## src/rtl/gamma_cycle_sequencer_if.sv

```systemverilog
// Host-side operand and result handshakes of the gamma-cycle sequencer.
// The host drives operands and result acceptance; the sequencer answers.
interface gamma_cycle_sequencer_if #(
  parameter int unsigned TW = 5
);
  logic          in_valid;
  logic          in_ready;
  logic [TW-1:0] in_a;
  logic [TW-1:0] in_b;
  logic          out_valid;
  logic          out_ready;
  logic [TW-1:0] out_time;
  logic          out_fired;

  modport master (
    output in_valid, in_a, in_b, out_ready,
    input  in_ready, out_valid, out_time, out_fired
  );

  modport slave (
    input  in_valid, in_a, in_b, out_ready,
    output in_ready, out_valid, out_time, out_fired
  );
endinterface

```

## src/rtl/gamma_cycle_sequencer.sv

```systemverilog
// Runs one race-logic greater-than compare per gamma cycle: local reset,
// level-held operand edges at their encoded ticks, first-spike capture.
module gamma_cycle_sequencer #(
  parameter int unsigned GAMMA_CYCLE_WIDTH = 16,
  parameter int unsigned PULSE_WIDTH       = 8,
  parameter int unsigned RST_CYCLES        = 1,
  parameter int unsigned TW                = $clog2(GAMMA_CYCLE_WIDTH) + 1
) (
  input  logic                          aclk,
  input  logic                          grst,
  gamma_cycle_sequencer_if.slave        host,
  output logic                          gt_rst,
  output logic                          gt_a,
  output logic                          gt_b,
  input  logic                          gt_q
);

  localparam int unsigned RW = (RST_CYCLES > 1) ? $clog2(RST_CYCLES) : 1;
  localparam logic [TW-1:0] TICK_LAST = TW'(GAMMA_CYCLE_WIDTH - 1);
  localparam logic [RW-1:0] RCNT_LAST = RW'(RST_CYCLES - 1);

  // Pulse width belongs to the primitive; only sanity-checked here.
  if (RST_CYCLES < 1 || PULSE_WIDTH < 1) begin : g_cfg_check
    $error("gamma_cycle_sequencer: RST_CYCLES and PULSE_WIDTH must be >= 1");
  end

  typedef enum logic [1:0] {IDLE, RESET, RUN, DONE} state_t;

  state_t        state, state_nx;
  logic [TW-1:0] tick, tick_nx;
  logic [RW-1:0] rcnt, rcnt_nx;
  logic [TW-1:0] a_lat, b_lat;
  logic [TW-1:0] out_time_q;
  logic          out_fired_q;

  always_ff @(posedge aclk) begin
    if (grst) state <= IDLE;
    else      state <= state_nx;
  end

  always_comb begin
    state_nx = state;
    tick_nx  = tick;
    rcnt_nx  = rcnt;
    unique case (state)
      IDLE: begin
        if (host.in_valid) begin
          state_nx = RESET;
          rcnt_nx  = '0;
        end
      end
      RESET: begin
        if (rcnt == RCNT_LAST) begin
          state_nx = RUN;
          tick_nx  = '0;
        end else begin
          rcnt_nx = rcnt + 1'b1;
        end
      end
      RUN: begin
        if (tick == TICK_LAST) state_nx = DONE;
        else                   tick_nx  = tick + 1'b1;
      end
      DONE: begin
        if (host.out_ready) state_nx = IDLE;
      end
      default: state_nx = IDLE;
    endcase
  end

  // Operand edges are computed one cycle ahead from the next tick so that
  // gt_a/gt_b leave the block straight from flops.
  always_ff @(posedge aclk) begin
    if (grst) begin
      tick        <= '0;
      rcnt        <= '0;
      a_lat       <= '0;
      b_lat       <= '0;
      gt_a        <= 1'b0;
      gt_b        <= 1'b0;
      out_time_q  <= '0;
      out_fired_q <= 1'b0;
    end else begin
      tick <= tick_nx;
      rcnt <= rcnt_nx;
      gt_a <= (state_nx == RUN) && (tick_nx >= a_lat);
      gt_b <= (state_nx == RUN) && (tick_nx >= b_lat);
      if (state == IDLE && host.in_valid) begin
        a_lat       <= host.in_a;
        b_lat       <= host.in_b;
        out_time_q  <= '0;
        out_fired_q <= 1'b0;
      end
      if (state == RUN && gt_q && !out_fired_q) begin
        out_time_q  <= tick;
        out_fired_q <= 1'b1;
      end
    end
  end

  always_comb begin
    host.in_ready  = (state == IDLE) && !grst;
    host.out_valid = (state == DONE);
    host.out_time  = out_time_q;
    host.out_fired = out_fired_q;
    gt_rst         = (state == RESET);
  end

endmodule

```

## src/flat_wrapper.sv

```systemverilog
// flat-port wrapper written by rule: the top's interface ports become plain ports
module gamma_cycle_sequencer_flat 
#(
  parameter int unsigned GAMMA_CYCLE_WIDTH = 16,
  parameter int unsigned PULSE_WIDTH       = 8,
  parameter int unsigned RST_CYCLES        = 1,
  parameter int unsigned TW                = $clog2(GAMMA_CYCLE_WIDTH) + 1
)
  (aclk, grst, gt_rst, gt_a, gt_b, gt_q, host_in_valid, host_in_a, host_in_b, host_out_ready, host_in_ready, host_out_valid, host_out_time, host_out_fired);
  gamma_cycle_sequencer_if #(.TW(TW)) host_i ();
  input  logic aclk;
  input  logic grst;
  output logic gt_rst;
  output logic gt_a;
  output logic gt_b;
  input  logic gt_q;
  input wire logic [$bits(host_i.in_valid)-1:0] host_in_valid;
  input wire logic [$bits(host_i.in_a)-1:0] host_in_a;
  input wire logic [$bits(host_i.in_b)-1:0] host_in_b;
  input wire logic [$bits(host_i.out_ready)-1:0] host_out_ready;
  output wire logic [$bits(host_i.in_ready)-1:0] host_in_ready;
  output wire logic [$bits(host_i.out_valid)-1:0] host_out_valid;
  output wire logic [$bits(host_i.out_time)-1:0] host_out_time;
  output wire logic [$bits(host_i.out_fired)-1:0] host_out_fired;
  assign host_i.in_valid = host_in_valid;
  assign host_i.in_a = host_in_a;
  assign host_i.in_b = host_in_b;
  assign host_i.out_ready = host_out_ready;
  assign host_in_ready = host_i.in_ready;
  assign host_out_valid = host_i.out_valid;
  assign host_out_time = host_i.out_time;
  assign host_out_fired = host_i.out_fired;
  gamma_cycle_sequencer #(.GAMMA_CYCLE_WIDTH(GAMMA_CYCLE_WIDTH), .PULSE_WIDTH(PULSE_WIDTH), .RST_CYCLES(RST_CYCLES), .TW(TW)) u_core (.aclk(aclk), .grst(grst), .host(host_i), .gt_rst(gt_rst), .gt_a(gt_a), .gt_b(gt_b), .gt_q(gt_q));
endmodule
```

## config.mk

```make
export PLATFORM = sky130hd
export DESIGN_NAME = gamma_cycle_sequencer_flat
export DESIGN_NICKNAME = d
export VERILOG_FILES = /design/src/rtl/gamma_cycle_sequencer_if.sv /design/src/rtl/gamma_cycle_sequencer.sv /design/src/flat_wrapper.sv
export SDC_FILE = /design/constraint.sdc
export NUM_CORES = 1
export LEC_CHECK = 0
export ABC_AREA = 1
export CORE_MARGIN = 2
export CORE_UTILIZATION = 53
export CTS_CLUSTER_SIZE = 24
export DETAILED_ROUTE_END_ITERATION = 7
export GPL_ROUTABILITY_DRIVEN = 0
export GPL_TIMING_DRIVEN = 1
export PLACE_DENSITY = 0.8
export SYNTH_ARGS = -nofsm -noshare
export SYNTH_HDL_FRONTEND = slang
export SYNTH_SLANG_ARGS = --single-unit
```

## constraint.sdc

```tcl
create_clock -name aclk -period 4.1 [get_ports aclk]
set_input_delay 0.82 -clock aclk [delete_from_list [all_inputs] [get_ports aclk]]
set_output_delay 0.82 -clock aclk [all_outputs]
set_load 0.05 [all_outputs]
```

**Where the registers sit**

Scale: 8 px per µm. Other sequential cells in the stronger grey, the rest of the logic in the fainter grey.
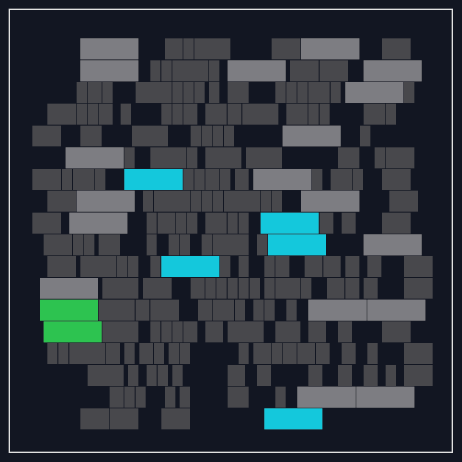
- cyan: `u_core.tick` (placed flops 5)
- green: `u_core.state` (placed flops 2)
- not coloured: 18
fraction of area in registers: 29.7%
final core occ: 68.1%

**Nets reached from selected ports**

Scale: 8 px per µm.
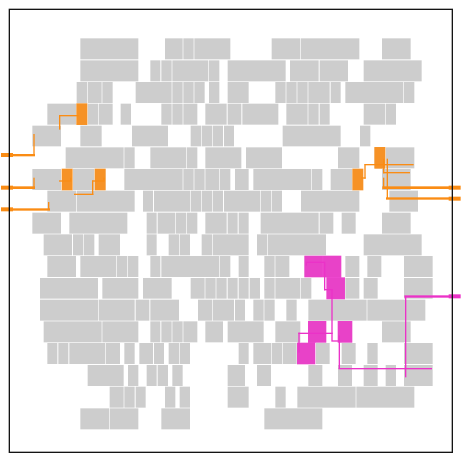
- magenta: `gt_q` (direction input; edge right; end cells 6; wire 51.7 µm)
- orange: `host_in_b` (direction input; edge 3 left, 2 right; end cells 5; wire 60.3 µm)
I/O pin count: 26
number of buffer cells added on primary ports: 25

==> run summary <==
This note records the results obtained with Yosys and OpenROAD.

Synthesis
The fraction of the mapped netlist area in simple logic gates is 27.5%. The cell-mix breakdown from Yosys lists the XOR/XNOR area share as 1.26%. Counting every net in the synthesized netlist gives 223. The number of cells in Yosys stat is 191. The post-synthesis sequential element count is 25.

Status
The run finished with clean final reports.

Min path
The origin of the worst min-delay path is u_core.a_lat[4]$_SDFFE_PP0P_. The number of cells on the worst hold path is 2.

Setup path
For the worst setup path, the data arrival time is 2.27 ns. The element type at the critical path start is an input port. The critical path maximum fanout is 2.

Detailed routing
The detailed-router iteration count before antenna repair is 4.

STA
The most critical hold endpoint after final layout shows a slack of 0.482 ns. The post-route clock skew is 0.00260 ns. Summed over all failing endpoints, the final setup total negative slack is 0 ns. The transition time at the pin with the least slew margin is 0.764 ns.

CTS
Clock tree synthesis selected as its root buffer the cell clkbuf_4. The level count of the clock H-tree is 1.

Run
The max-cap check violation count is 0.

Floorplanning
The die is 55.2 µm tall.

Final layout
The synthesis-to-finish area growth is 21.5%.
**Routing congestion map**

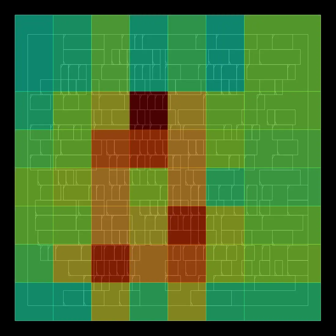
routed length per instance: 11.7 µm
total global routing track utilization: 21.5%
global-route track usage on met1: 24.6%
Global Route met3 Usage: 3.23%
GR Util met2: 38.5%

**Gate families picked out**

Scale: 8 px per µm.
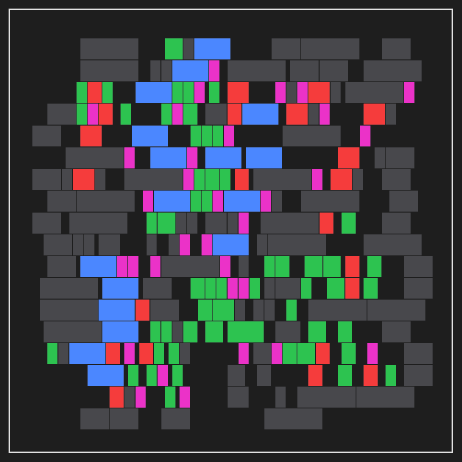
- blue: adder and majority cells (cells 17; most used ha_1)
- red: inverting AOI/OAI gates (cells 22; most used a21oi_1)
- magenta: inverters (cells 33; most used inv_1)
- green: NAND gates (cells 55; most used nand2_1)

==> final cells by class <==
type | instances | area (µm²) | share of cell area, %
sequential | 25 | 500 | 29.7
timing repair buffer | 26 | 258 | 15.3
tap | 30 | 37.5 | 2.22
clock buffer | 4 | 26.3 | 1.56
inverter | 33 | 124 | 7.34
multi-input combinational | 128 | 742 | 44.0
==> cells by family (layout without fill, tap and decap cells) <==
family / count (synthesis) / count (layout)
compound gates: 22 / 22
xor+xnor: 2 / 2
fa+ha+maj: 17 / 17
buf+inv: 38 / 63
flops: 25 / 25
simple gates: 87 / 87
==> critical path, stage by stage <==
cell and delay, ns:
clkdlybuf4s50_1 0.44, nor2_1 0.16, clkdlybuf4s50_1 0.84
==> power breakdown <==
part / switching (W) / internal [W]
Combinational: 0.000126 / 0.0000814
Sequential: 0.0000127 / 0.000260
Clock: 0.0000744 / 0.0000382
Total: 0.000213 / 0.000380
==> flip-flops by register name, summed over array words and instances, names as in the netlist <==
name,cells
u_core.gt_b,1
u_core.gt_a,1
u_core.state,2
u_core.host.out_fired,1
u_core.b_lat,5
u_core.a_lat,5
u_core.tick,5
u_core.host.out_time,5
==> placed cells by master, fill, tap and decap left out, types with 2 or more instances in the layout <==
cell             synthesis  routed
ha_1                    17      17
o21ai_0                  2       2
a211oi_1                 8       8
dfxtp_1                 25      25
a21oi_1                 12      12
clkdlybuf4s50_1          0      25
nand4_1                  7       7
nor2_1                  29      29
inv_1                   32      32
nand3_1                 13      13
nand2_1                 32      32
clkbuf_4                 0       3
==> per-stage QoR <==
stage	cells	total power, W	setup slack (ns)
floorplan	191	0.000425	1.60
global placement	242	0.000470	1.09
detailed placement	242	0.000484	1.04
CTS	246	0.000596	1.03
global route	246	0.000634	0.958
finish	246	0.000593	1.01
No activity file was given, so power comes from the tool's default toggle rates.
